===== src/rtl/mem_read_arbiter.sv =====
// Two-requester AXI-lite read arbiter (instruction fetch on lane 0, data load
// on lane 1) in front of one shared memory slave. One read is in flight at a
// time; ties are broken round-robin against the previous owner.
module mem_read_arbiter #(
  parameter int ADDR_W = 12,
  parameter int DATA_W = 32
) (
  input  logic                clk,
  input  logic                reset,
  // requester side
  input  logic [1:0]          arvalid_m,
  output logic [1:0]          arready_m,
  input  logic [2*ADDR_W-1:0] araddr_m,
  input  logic [5:0]          arprot_m,
  output logic [1:0]          rvalid_m,
  input  logic [1:0]          rready_m,
  output logic [2*DATA_W-1:0] rdata_m,
  output logic [1:0]          rresp_m,
  // shared slave side
  output logic                arvalid_s,
  input  logic                arready_s,
  output logic [ADDR_W-1:0]   araddr_s,
  output logic [2:0]          arprot_s,
  input  logic                rvalid_s,
  output logic                rready_s,
  input  logic [DATA_W-1:0]   rdata_s,
  input  logic                rresp_s,
  // status
  output logic [1:0]          grant,
  output logic                busy
);

  typedef enum logic [1:0] {
    IDLE = 2'd0,
    ADDR = 2'd1,
    DATA = 2'd2
  } state_t;

  state_t     state_q, state_d;
  logic [1:0] grant_q, grant_d;
  logic       lastOwner_q, lastOwner_d;
  logic       ownerIdx;

  // grant is one-hot, so its upper bit is the owner index (0 = fetch, 1 = load)
  assign ownerIdx = grant_q[1];

  // State, grant and round-robin history registers; reset lets fetch win the first tie
  always_ff @(posedge clk or posedge reset) begin
    if (reset) begin
      state_q     <= IDLE;
      grant_q     <= 2'b00;
      lastOwner_q <= 1'b1;
    end else begin
      state_q     <= state_d;
      grant_q     <= grant_d;
      lastOwner_q <= lastOwner_d;
    end
  end

  // Next-state logic: arbitrate in IDLE, wait for address and data handshakes,
  // and only record a new last owner when a read actually completes
  always_comb begin
    state_d     = state_q;
    grant_d     = grant_q;
    lastOwner_d = lastOwner_q;
    unique case (state_q)
      IDLE: begin
        if (arvalid_m != 2'b00) begin
          state_d = ADDR;
          if (arvalid_m == 2'b11) begin
            grant_d = lastOwner_q ? 2'b01 : 2'b10;
          end else begin
            grant_d = arvalid_m;
          end
        end
      end
      ADDR: begin
        if (!arvalid_m[ownerIdx]) begin
          state_d = IDLE;
          grant_d = 2'b00;
        end else if (arready_s) begin
          state_d = DATA;
        end
      end
      DATA: begin
        if (rvalid_s && rready_m[ownerIdx]) begin
          state_d     = IDLE;
          grant_d     = 2'b00;
          lastOwner_d = ownerIdx;
        end
      end
      default: begin
        state_d = IDLE;
        grant_d = 2'b00;
      end
    endcase
  end

  // Channel steering: only the granted lane sees the slave, and only in the
  // phase that belongs to it; everything else is held at zero
  always_comb begin
    arvalid_s = 1'b0;
    araddr_s  = '0;
    arprot_s  = 3'b000;
    arready_m = 2'b00;
    rvalid_m  = 2'b00;
    rresp_m   = 2'b00;
    rready_s  = 1'b0;
    unique case (state_q)
      ADDR: begin
        arvalid_s           = arvalid_m[ownerIdx];
        araddr_s            = ownerIdx ? araddr_m[2*ADDR_W-1:ADDR_W] : araddr_m[ADDR_W-1:0];
        arprot_s            = ownerIdx ? arprot_m[5:3] : arprot_m[2:0];
        arready_m[ownerIdx] = arready_s;
      end
      DATA: begin
        rvalid_m[ownerIdx] = rvalid_s;
        rresp_m[ownerIdx]  = rresp_s;
        rready_s           = rready_m[ownerIdx];
      end
      default: begin
      end
    endcase
  end

  // Read data fans out to both lanes; rvalid_m alone says whose it is
  assign rdata_m = {rdata_s, rdata_s};
  assign grant   = grant_q;
  assign busy    = (state_q != IDLE);

endmodule

===== config.mk =====
export PLATFORM = sky130hd
export DESIGN_NAME = mem_read_arbiter
export DESIGN_NICKNAME = d
export VERILOG_FILES = /design/src/rtl/mem_read_arbiter.sv
export SDC_FILE = /design/constraint.sdc
export NUM_CORES = 1
export LEC_CHECK = 0
export ABC_AREA = 1
export CORE_AREA = 2 2 68 70
export CTS_CLUSTER_DIAMETER = 40
export DETAILED_ROUTE_END_ITERATION = 7
export DIE_AREA = 0 0 70 72
export GPL_TIMING_DRIVEN = 0
export MAX_ROUTING_LAYER = met4
export PLACE_DENSITY_LB_ADDON = 0.05
export RECOVER_POWER = 25
export SYNTH_ARGS = -nofsm -noshare
export SYNTH_HDL_FRONTEND = slang
export SYNTH_SLANG_ARGS = --single-unit
export TNS_END_PERCENT = 100

===== constraint.sdc =====
create_clock -name clk -period 1.85 [get_ports clk]
set_input_delay 0.4625 -clock clk [delete_from_list [all_inputs] [get_ports clk]]
set_output_delay 0.4625 -clock clk [all_outputs]
set_load 0.05 [all_outputs]

==> impl_metrics.env, run 1 <==
# source this file to load flow results
export IMPL_status="finished, violations left"
export IMPL_violations="setup timing"
export IMPL_yosysUniqueCellTypes=20
export IMPL_min_path_cells=2
export IMPL_path_max_fanout=5
export IMPL_placed_cell_area_sq_mm=0.00262
export IMPL_ys_flops=5
export IMPL_syn_area_per_cell_sq_um=6.37
export IMPL_crit_path_max_incr_delay_ns=0.45
export IMPL_rsz0062_at_grt="yes"
export IMPL_fp_dieH_um=72
export IMPL_port_buffers=128
export IMPL_viasPerCell=4.03
export IMPL_final_nets=389
export IMPL_relSlewSlack_pct=60.3
export IMPL_tns_ns=-0.0170
export IMPL_min_to="grant[0]"
export IMPL_area_growth_pct=164
export IMPL_maxCapViolations=0
export IMPL_antenna_found_initial=0
export IMPL_crit_type="reg2out"
export IMPL_holdBufCountCts=0
export IMPL_drtPass1Iterations=3
export IMPL_synth_cells=172
export IMPL_cts_tree="built"
export IMPL_htreeDepth=1
export IMPL_yosysWarnings=0
export IMPL_drt_iter0_drc=34
export IMPL_p_leak_nw=1.34
export IMPL_hold_path_class="reg2reg"
export IMPL_io_pins=161
export IMPL_arrival_ns=1.40
export IMPL_ys_cells=172
export IMPL_root_buffer="clkbuf_8"
export IMPL_r2r_cells=8
export IMPL_dp_final_hpwl_mm=3.76
export IMPL_drc=0
export IMPL_reg2reg_slack_ns=0.54
export IMPL_fin_hold_ws_ns=0.476
export IMPL_cp_cell_sequence="inv_4 > buf_12 > clkbuf_16 > nand2_4 > a21oi_4 > buf_8"
export IMPL_clk_pin_slew_ns=0.04
export IMPL_slew_viol_final=0
export IMPL_yosysChipArea_sq_mm=0.00110
export IMPL_grt_max_degree=11
export IMPL_max_freq_mhz=538
export IMPL_clockBufferDepth=2
export IMPL_hold_start="grant[0]"
export IMPL_synth_nets=243
export IMPL_place_congestion=0.719
export IMPL_p_per_area_mw_per_mm2=1250
export IMPL_r2r_start="grant[1]"
export IMPL_grt_overflow=0
export IMPL_critPathTopFamily="buffers and inverters"
export IMPL_rows=24
export IMPL_fin_crit_ns=1.86
export IMPL_cts_sinks=5
export IMPL_hold_violations=0
export IMPL_design_area_sq_mm=0.00290
export IMPL_routedWlPerCell_um=12.1
export IMPL_ir_worst_vdd_v=0.000627
export IMPL_ys_seq_share_pct=11.5
export IMPL_endpoint_kind="primary output"
export IMPL_final_antenna_net_count=0
export IMPL_grt_pass1_wl_mm=6.73
export IMPL_antennaDiodeCount=0
export IMPL_setup_worst_path_start_class="register"
export IMPL_slowest_stage="dfrtp_2"
export IMPL_p_total_mw=3.61
export IMPL_critPathBufInv=4
export IMPL_dieArea_sq_mm=0.00504
export IMPL_fp_dieW_um=70
export IMPL_cts_buffers=3
export IMPL_period_used_pct=100
export IMPL_setup_ws_ns=-0.00831
export IMPL_setup_violations=3
export IMPL_grt_use_total_pct=16.4
export IMPL_required_ns=1.39
export IMPL_grt_pass1_vias=1483
export IMPL_drive_above_1_share_pct=47.9
export IMPL_synth_area_sq_mm=0.00110
export IMPL_r2r_end="grant[1]"
export IMPL_log_warning_count=29
export IMPL_worst_slew_pin_slew_ns=0.598
## run 1: kinds of logic (layout without fill, tap and decap cells)
group	after synthesis	in the layout	share of synthesized area (%)
simple gates	68	68	27.5
compound gates	18	18	8.79
flops	5	5	11.5
buf+inv	81	226	52.2
## run 1: routing by layer
layer,share of wire [%],vias to the layer above,track usage [%]
li1,-,759,-
met1,35,645,18.2
met2,53,81,29.2
met3,11,2,5.69
met4,0.45,0,2.56
met5,0,-,-
## run 1: report_power, final
| part | leakage (nW) | total (mW) | internal, mW | switching (mW) |
|---|---|---|---|---|
| logic | 1.26 | 3.16 | 1.26 | 1.90 |
| clock network | 0.0228 | 0.208 | 0.148 | 0.0598 |
| registers | 0.0593 | 0.241 | 0.173 | 0.0681 |
## run 1: state kept, by name (all words and copies together) (netlist names)
name and flops:
grant 2, state_q 2, lastOwner_q 1
## run 1: area by class of cell
type,instances,area (sq um)
clock buffers,4,45.0
multi-input cells,86,616
plain buffers,69,563
inverters,12,47.5
well taps,52,65.1
flip-flops and latches,5,129
fillers,391,1370
repair buffers,141,1430
## run 1: how the worst max path moves through the flow
stage,from,endpoint,depth (start not counted)
floorplan,state_q[1],araddr_s[10],4
global placement,arvalid_m[1],arvalid_s,4
detailed placement,arvalid_m[1],arvalid_s,4
CTS,grant[1],arprot_s[1],6
global route,grant[1],araddr_s[1],6
finish,grant[1],araddr_s[1],6
## run 1: placed cells by master (no fill, tap or decap), types with 6 or more instances in the layout
cell              n
clkdlybuf4s50_1  97
a21oi_4           8
nand2_1          42
inv_1             6
a21oi_2           8
nor3_4            6
buf_6            17
buf_4            75
## run 1: synthesized netlist by cell type
cell      count  area [sq um]
buf_4        65           488
nand2_1      47           176
a21oi_1      15          75.1
inv_1        10          37.5
nand3_1       5          25.0
nor2_1        5          18.8
nor3_1        5          25.0
dfrtp_1       4           100
buf_6         3          33.8
inv_2         2          7.51
nand2_2       2          12.5
a21boi_0      1          7.51
a21oi_2       1          8.76
buf_2         1          5.00
dfstp_2       1          26.3
nand2_4       1          11.3
nand3_2       1          10.0
nand4_1       1          6.26
nor3_4        1          16.3
o21ai_0       1          5.00
## run 1: through the flow
| step | std cells | setup WS, ns |
|---|---|---|
| 3_3_place_gp | 352 | -0.726 |
| 6_report | 369 | -0.00831 |
| 5_1_grt | 369 | -0.0711 |
| 3_5_place_dp | 352 | -0.730 |
| 4_1_cts | 358 | -0.0579 |
| 2_1_floorplan | 172 | -0.0415 |
## run 1: what timing repair did
action,CTS,global route
hold endpoints to repair,0,0
endpoints found under the setup margin,25,24
cloned,0,2
resized,167,34
setup buffers,2,9
pin swaps,2,6
## run 1: worst reg2reg max path, cell delays in order, from the launching register on
cell,delay [ns]
dfrtp_2,0.42
inv_4,0.07
buf_4,0.13
nand2_1,0.07
nand3_1,0.11
nand2_1,0.14
nand3_1,0.13
nand2_1,0.09
nand2_1,0.05
### Met2 routing, run 1

(4 px per um)
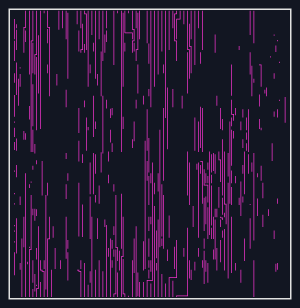
wire length on this layer	2370 um
nets with wire on the layer	315
longest straight run	35.2 um
vias: 1487
wirelength, routed: 4.46 mm
grt met2 use: 29.2%

### Clock wires, drivers and flops, run 1

(4 px per um)
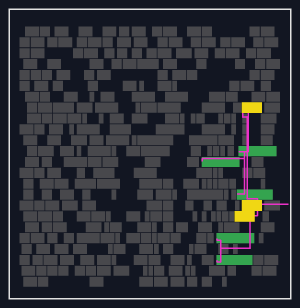
[yellow] cells driving clock nets | count: 3
[green] flip-flops | count: 5
[magenta] clock wires | length: 109 um
routed clock nets	4
clock skew: 0.00433 ns
Clk pwr share: 5.8%
Clk Latency, worst-skew pair: 0.23 ns

### Local utilization, run 1

(4 px per um) The die is cut into 7 by 7 equal tiles; black is low, pale yellow is high, 0 to 100% covered.
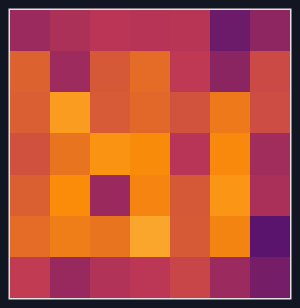
tiles over 75% full	8.2%
mean over tiles	56%
fullest tile	80%
core area: 0.00426 sq mm
Pre-Place Util: 25.7%
Core Util, Final: 68.0%

==> run 2, diff against run 1 <==
- MAX_ROUTING_LAYER: met4 -> unset
### Clock wires, drivers and flops, run 2

(4 px per um)
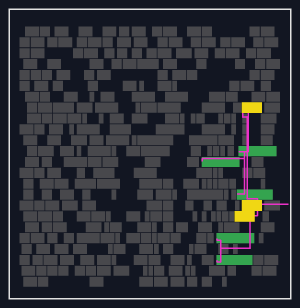
[yellow] cells driving clock nets | count: 3
[magenta] clock wires | length: 109 um
[green] flip-flops | count: 5
routed clock nets	4
Clk power: 0.208 mW

==> run 2 against run 1 <==
Net effect:
- the run still ends with setup timing left
- first-iteration DRC count increased by 2.9%
- global-route usage down 0.48 points
- total power about the same
- count of clock-buffer cells in the layout unchanged
- highest routed layer unchanged
- sequential cell count is the same
- utilization did not move
==> impl_metrics.env, run 2 <==
# source this file to load flow results
export IMPL_rows=24
export IMPL_maxCapViolations=0
export IMPL_edf_count=0
export IMPL_fin_skew_ns=0.00433
export IMPL_cts_tree="built"
export IMPL_min_path_cells=2
export IMPL_required_ns=1.39
export IMPL_final_nets=389
export IMPL_worst_slew_pin_slew_ns=0.598
export IMPL_layout_top_cells="clkdlybuf4s50_1 (97), buf_4 (75), nand2_1 (42)"
export IMPL_synth_area_sq_mm=0.00110
export IMPL_period_used_pct=101
export IMPL_arrival_ns=1.40
export IMPL_synth_nets=243
export IMPL_place_congestion=0.711
export IMPL_r2r_start="grant[1]"
export IMPL_ys_flops=5
export IMPL_min_to="grant[0]"
export IMPL_fin_hold_ws_ns=0.476
export IMPL_p_leak_nw=1.34
export IMPL_final_cells=369
export IMPL_drt_iter0_drc=35
export IMPL_relSlewSlack_pct=60.3
export IMPL_met2_usage_pct=29.2
export IMPL_hold_start="grant[0]"
export IMPL_grt_overflow=0
export IMPL_p_total_mw=3.61
export IMPL_cts_sinks=5
export IMPL_setup_worst_path_start_class="register"
export IMPL_grt_pass1_wl_mm=6.73
export IMPL_fillers=391
export IMPL_grtUsageMet3_pct=7.78
export IMPL_crit_type="reg2out"
export IMPL_top_usage_layer="met2"
export IMPL_grt_use_total_pct=15.9
export IMPL_final_common_cell="clkdlybuf4s50_1"
export IMPL_max_freq_mhz=538
export IMPL_ys_top_cells_by_count="buf_4 (65), nand2_1 (47), a21oi_1 (15)"
export IMPL_synth_cells=172
export IMPL_path_max_fanout=5
export IMPL_dp_slack_ns=-0.730
export IMPL_routed_wl_mm=4.46
export IMPL_dp_final_hpwl_mm=3.76
export IMPL_vias=1485
export IMPL_insertion_delay_ns=0.23
export IMPL_clockBufferDepth=2
export IMPL_tns_ns=-0.0165
export IMPL_routedWlPerCell_um=12.1
export IMPL_slew_viol_final=0
export IMPL_hold_violations=0
export IMPL_final_antenna_net_count=0
export IMPL_status="finished, violations left"
export IMPL_coreArea_sq_mm=0.00426
export IMPL_yosysUniqueCellTypes=20
export IMPL_reg2reg_slack_ns=0.54
export IMPL_grt_max_degree=11
export IMPL_netlist_area_leader_share_pct=44.5
export IMPL_drive_above_1_share_pct=47.9
export IMPL_holdBufCountCts=0
export IMPL_hold_path_class="reg2reg"
export IMPL_setup_violations=3
export IMPL_fp_util_pct=25.7
export IMPL_root_buffer="clkbuf_8"
export IMPL_combGateArea_sq_um=616
export IMPL_violations="setup timing"
export IMPL_antennaDiodeCount=0
export IMPL_dieArea_sq_mm=0.00504
export IMPL_flop_cell="dfrtp_1"
export IMPL_most_common_cell="buf_4"
export IMPL_setup_ws_ns=-0.00967
export IMPL_regArea_sq_um=129
export IMPL_ir_worst_vdd_v=0.000627
export IMPL_area_growth_pct=164
export IMPL_fin_crit_ns=1.86
export IMPL_fp_dieW_um=70
export IMPL_globalRouteMet1Util_pct=17.0
export IMPL_rsz0062_at_grt="yes"
export IMPL_drc=0
export IMPL_drtPass1Iterations=3
export IMPL_p_per_area_mw_per_mm2=1250
export IMPL_ys_top_cells_by_area="buf_4 (45%), nand2_1 (16%), dfrtp_1 (9.1%)"
export IMPL_endpoint_kind="primary output"
export IMPL_io_pins=161
export IMPL_cts_buffers=3
export IMPL_async_flop_share_pct=100
export IMPL_clk_pin_slew_ns=0.04
export IMPL_r2r_end="grant[1]"
export IMPL_yosysTopAreaCell="buf_4"
export IMPL_yosysChipArea_sq_mm=0.00110
export IMPL_htreeDepth=1
export IMPL_antenna_found_initial=0
export IMPL_fp_dieH_um=72
export IMPL_ys_seq_share_pct=11.5
export IMPL_log_warning_count=29
export IMPL_syn_area_per_cell_sq_um=6.37
export IMPL_ys_cells=172
export IMPL_port_buffers=128
export IMPL_dp_cells=352
export IMPL_grt_pass1_vias=1486
export IMPL_yosysWarnings=0
export IMPL_viasPerCell=4.02
export IMPL_r2r_cells=8
### Local utilization, run 2

(4 px per um) The die is cut into 7 by 7 equal tiles; black is low, pale yellow is high, 0 to 100% covered.
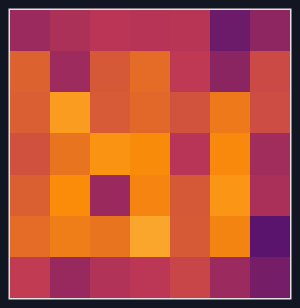
tiles over 75% full	8.2%
fullest tile	80%
mean over tiles	56%

## run 2: repair_timing
item	CTS	global route
endpoints found under the setup margin	25	24
buffers inserted	2	9
pin swaps	2	6
cloned	0	2
gates resized	167	34
## run 2: cell type report
class / count / share of cell area, %
clock buffers: 4 / 1.55
repair buffers: 141 / 49.4
well taps: 52 / 2.25
flip-flops and latches: 5 / 4.45
multi-input cells: 86 / 21.2
inverters: 12 / 1.64
plain buffers: 69 / 19.4
## run 2: kinds of logic (layout without fill, tap and decap cells)
logic type | Yosys count | after routing | share of synthesized area [%]
compound gates | 18 | 18 | 8.79
buf+inv | 81 | 226 | 52.2
flops | 5 | 5 | 11.5
simple gates | 68 | 68 | 27.5
## run 2: worst max-delay path, stage by stage (launching register included)
cell and delay [ns]:
dfrtp_2 0.45, inv_4 0.10, buf_12 0.12, clkbuf_16 0.15, nand2_4 0.05, a21oi_4 0.15
buf_8 0.16
## run 2: worst max-delay path by stage
| stage | from | to | slack (ns) | cells after the start |
|---|---|---|---|---|
| after floorplan | state_q[1] | araddr_s[10] | -0.04 | 4 |
| after global placement | arvalid_m[1] | arvalid_s | -0.73 | 4 |
| after detailed placement | arvalid_m[1] | arvalid_s | -0.73 | 4 |
| after CTS | grant[1] | arprot_s[1] | -0.06 | 6 |
| after global routing | grant[1] | araddr_s[1] | -0.07 | 6 |
| final | grant[1] | araddr_s[1] | -0.01 | 6 |
## run 2: where the power goes
part	switching, mW	leakage, nW	internal (mW)
registers	0.0681	0.0593	0.173
logic	1.90	1.26	1.26
clock network	0.0598	0.0228	0.148
## run 2: layer usage
| metal | part of all wire (%) | vias to the layer above |
|---|---|---|
| met2 | 53 | 81 |
| met4 | 0.45 | 0 |
| met1 | 33 | 643 |
| met3 | 13 | 2 |
| met5 | 0 | - |
| li1 | - | 759 |
## run 2: per-stage QoR
stage | instance area (sq um) | util [%]
floorplan | 1270 | -
global placement | 2620 | 61.4
detailed placement | 2620 | 61.4
CTS | 2690 | 63.1
global route | 2900 | 68.0
finish | 2900 | 68.0
Power is estimated from default activity; no workload was simulated.
